`config.mk`:
```
export PLATFORM = sky130hd
export DESIGN_NAME = hazard_scoreboard
export DESIGN_NICKNAME = d
export VERILOG_FILES = /design/src/rtl/hazard_scoreboard.sv
export SDC_FILE = /design/constraint.sdc
export NUM_CORES = 1
export LEC_CHECK = 0
export CELL_PAD_IN_SITES_DETAIL_PLACEMENT = 1
export CELL_PAD_IN_SITES_GLOBAL_PLACEMENT = 2
export CORE_MARGIN = 5
export CORE_UTILIZATION = 22
export CTS_CLUSTER_DIAMETER = 80
export CTS_CLUSTER_SIZE = 12
export DETAILED_ROUTE_END_ITERATION = 10
export PLACE_DENSITY = 0.75
export SYNTH_ARGS = -nofsm -noshare
export SYNTH_HDL_FRONTEND = slang
export SYNTH_SLANG_ARGS = --single-unit
```
`constraint.sdc`:
```
create_clock -name clk -period 1.7 [get_ports clk]
set_input_delay 0.17 -clock clk [delete_from_list [all_inputs] [get_ports clk]]
set_output_delay 0.17 -clock clk [all_outputs]
set_load 0.02 [all_outputs]
```
`src/rtl/hazard_scoreboard.sv`:
```
// hazard_scoreboard
// Read-after-write hazard tracker sitting between decode (ID) and the
// 4x16b register file. Each in-flight register write is carried through a
// small shift pipe (EX .. WB). A decoding instruction that sources a
// register with a pending write raises stall. Every entry leaving WB is
// cross-checked against the RF write port, and any disagreement latches
// sb_error until reset.
//
// Optional build macro: RF_WB_BYPASS_EN
//   defined   -> the RF forwards write data to same-cycle reads, so the WB
//                stage is left out of pending/hazard.
//   undefined -> the WB stage counts as pending (RF returns old data).
module hazard_scoreboard #(
  parameter int  PIPE_DEPTH = 3,
  parameter int  REG_ADDR_W = 2,
  localparam int NUM_REGS   = 1 << REG_ADDR_W,
  localparam int CNT_W      = $clog2(PIPE_DEPTH + 1)
) (
  input  logic                  clk,
  input  logic                  reset,
  input  logic                  id_valid,
  input  logic                  id_rs_used,
  input  logic [REG_ADDR_W-1:0] id_rs,
  input  logic                  id_rt_used,
  input  logic [REG_ADDR_W-1:0] id_rt,
  input  logic                  id_wr,
  input  logic [REG_ADDR_W-1:0] id_rd,
  input  logic                  pipe_hold,
  input  logic [PIPE_DEPTH-1:0] flush_mask,
  input  logic                  wb_write,
  input  logic [REG_ADDR_W-1:0] wb_addr,
  output logic                  stall,
  output logic [NUM_REGS-1:0]   pending,
  output logic [CNT_W-1:0]      inflight_cnt,
  output logic                  sb_error
);

`ifdef RF_WB_BYPASS_EN
  // WB data is forwarded by the RF, so only stages before WB can hazard.
  localparam int CHK_STAGES = PIPE_DEPTH - 1;
`else
  // The RF returns stale data during the write cycle, so WB still hazards.
  localparam int CHK_STAGES = PIPE_DEPTH;
`endif

  localparam int LAST = PIPE_DEPTH - 1;

  // Pipe state: stage 0 = EX, stage LAST = WB.
  logic [PIPE_DEPTH-1:0] r_v;
  logic [REG_ADDR_W-1:0] r_rd [PIPE_DEPTH];
  logic                  r_error;

  logic [PIPE_DEPTH-1:0] w_v_next;
  logic [REG_ADDR_W-1:0] w_rd_next [PIPE_DEPTH];
  logic [NUM_REGS-1:0]   w_stage_hot [PIPE_DEPTH];
  logic [NUM_REGS-1:0]   w_pending;
  logic [CNT_W-1:0]      w_cnt;
  logic                  w_hazard;
  logic                  w_issue;
  logic                  w_retire_err;

  // Per-stage one-hot of the destination register, masked to checked stages.
  for (genvar gi = 0; gi < PIPE_DEPTH; gi++) begin : g_stage
    if (gi < CHK_STAGES) begin : g_chk
      assign w_stage_hot[gi] = r_v[gi] ? (NUM_REGS'(1) << r_rd[gi]) : '0;
    end else begin : g_nochk
      assign w_stage_hot[gi] = '0;
    end
  end

  // Pending vector is the OR of all checked stage decodes.
  always_comb begin
    w_pending = '0;
    for (int k = 0; k < PIPE_DEPTH; k++) begin
      w_pending = w_pending | w_stage_hot[k];
    end
  end

  // Occupancy counts every valid stage, including WB in both builds.
  always_comb begin
    w_cnt = '0;
    for (int k = 0; k < PIPE_DEPTH; k++) begin
      w_cnt = w_cnt + CNT_W'(r_v[k]);
    end
  end

  // Hazard detection and issue qualification. Stall is deliberately not
  // gated by pipe_hold; the pipe controller combines the two itself.
  always_comb begin
    w_hazard = id_valid & ((id_rs_used & w_pending[id_rs]) |
                           (id_rt_used & w_pending[id_rt]));
    w_issue  = id_valid & ~w_hazard & ~pipe_hold;
  end

  // Next pipe contents: shift (or hold), then apply flush to the
  // destination stages so flush wins over hold.
  always_comb begin
    w_v_next = r_v;
    for (int k = 0; k < PIPE_DEPTH; k++) begin
      w_rd_next[k] = r_rd[k];
    end
    if (!pipe_hold) begin
      w_v_next[0]  = w_issue & id_wr;
      w_rd_next[0] = id_rd;
      for (int k = 1; k < PIPE_DEPTH; k++) begin
        w_v_next[k]  = r_v[k-1];
        w_rd_next[k] = r_rd[k-1];
      end
    end
    w_v_next = w_v_next & ~flush_mask;
  end

  // Retire check on the WB entry as it stands before the shift; skipped
  // while the pipe is frozen because nothing retires then.
  always_comb begin
    if (r_v[LAST]) begin
      w_retire_err = ~pipe_hold & (~wb_write | (wb_addr != r_rd[LAST]));
    end else begin
      w_retire_err = ~pipe_hold & wb_write;
    end
  end

  // State update; reset discards every in-flight entry and the error flag.
  always_ff @(posedge clk) begin
    if (reset) begin
      r_v     <= '0;
      r_rd    <= '{default: '0};
      r_error <= 1'b0;
    end else begin
      r_v  <= w_v_next;
      r_rd <= w_rd_next;
      if (w_retire_err) begin
        r_error <= 1'b1;
      end
    end
  end

  assign stall        = w_hazard;
  assign pending      = w_pending;
  assign inflight_cnt = w_cnt;
  assign sb_error     = r_error;

endmodule

```
Fig. 1: routed metal, one color a layer
Only two layers are drawn.
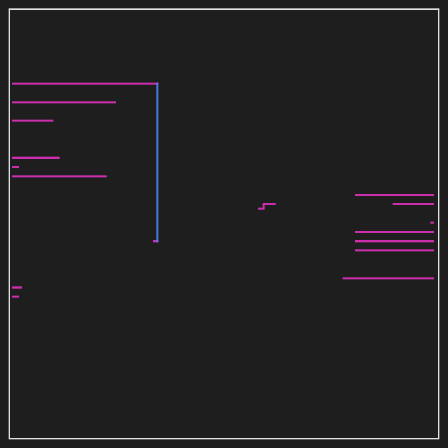
M4: in blue, wire length 23.1 um. M3: in magenta, wire length 132 um.

Fig. 2: met2 routing
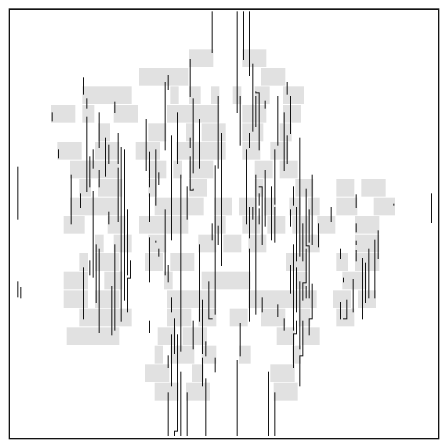
114 nets have wire on it. The longest straight run is 25.8 um.

Fig. 3: sizing map
Bar = 20 um.
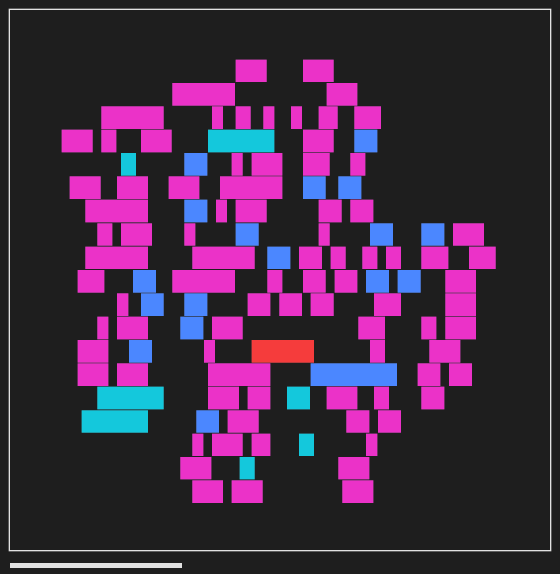
x6 and larger: in red, cells 1, most used buf_12. x3 and x4: in blue, cells 18, most used buf_4. x2: in cyan, cells 7. x1 and smaller: in magenta, cells 85, most used clkdlybuf4s50_1.

==> flow_summary.ini <==
; implementation run metrics
[yosys]
synthTopCellsByCount = dfxtp_1 (10), nor2_1 (10), mux2i_1 (8), nand3b_1 (8), nand3_1 (7)
topCellsByArea = dfxtp_1 (33%), mux2i_1 (13%), nand3b_1 (9.8%)
synth-main-ff-cell = dfxtp_1
synth_stat.cells = 69
yosys_warnings = 0

[outcome]
violations = negative setup slack
status = finished, violations left

[cells_and_area]
sh_seq_area = 0.194
nNonClkBuffers = 41
drive_gt1_frac = 0.234
combGateArea_um2 = 418
nClkBuffers = 3
clkCellAreaFrac = 0.0215

[sta]
tightestPinTransition_ns = 0.314
fmax_mhz = 556
worst_slack_ns = -0.0994
hold_viol_final = 0
skew_ns = 0.00539
setup_viol = 1
finalCritPeriodShare = 1.06
slew_headroom = 0.788

[floorplanning]
boundaryPins = 27
die_h_um = 62.8
die-area_mm2 = 0.00395
rows = 19

[place]
placedCellCount = 138
place_hpwl_um = 1550

[setup_path]
critPathLaunchType = register
arrival_ns = 1.63
required_ns = 1.53

[global_route]
grt_pass1_wl_um = 3080
grt.overflow.total = 0

[detailed_routing]
topRoutingLayerUsed = met4
drt-total-wl_um = 1850

[clocking]
clk_pin_slew_worst_paths_ns = 0.06
cts_made_buffers = 3
cts_tree = built

[hold_path]
min_path_type = in2reg

[flow_run]
drv_cap = 0
[cells by family after synthesis]
kind of cell / Yosys count / share of synthesized area
buffers and inverters: 2 / 0.0142
and+or+nand+nor: 38 / 0.354
muxes: 8 / 0.130
DFF: 10 / 0.326
xor gates and xnor gates: 2 / 0.0285
AOI/OAI and AO/OA: 8 / 0.114
adders and majority gates: 1 / 0.0326
[worst max-delay path, stage by stage, from the launching register on]
cell and delay, ns:
dfxtp_1 0.33, buf_12 0.13, nand3b_1 0.07, o211ai_1 0.12, buf_4 0.16, a2111oi_4 0.31
nor2b_1 0.08, buf_2 0.16
[power by group through the flow]
stage / combinational, mW / clock, mW / sequential [mW]
final: 0.111 / 0.157 / 0.251
after global routing: 0.121 / 0.172 / 0.252
after CTS: 0.113 / 0.165 / 0.250
after detailed placement: 0.112 / 0 / 0.255
after global placement: 0.111 / 0 / 0.254
after floorplan: 0.0373 / 0 / 0.256
[final timing paths]
check	from	endpoint	slack, ns	cells past startpoint
worst min register to register	sb_error$_SDFFE_PP0P_	sb_error$_SDFFE_PP0P_	0.47	2
worst min-delay path	flush_mask[1]	r_v[1]$_SDFF_PP0_	0.46	2
worst max-delay path	r_v[0]$_SDFF_PP0_	stall	-0.1	7
worst max register to register	r_v[2]$_SDFF_PP0_	r_v[0]$_SDFF_PP0_	0.32	5
[per-layer routing]
metal  up-vias  track usage
met4         0       0.0477
met5         -            0
met2        17        0.174
met3         2       0.0396
met1       306        0.102
li1        350            -
[what timing repair did]
action	in CTS	in global routing
pin swaps	1	0
setup buffers	1	0
setup endpoints to repair	7	3
resized	17	4
[flip-flops by register name, summed over array words and instances (netlist names)]
name      flops
r_rd          6
r_v           3
sb_error      1
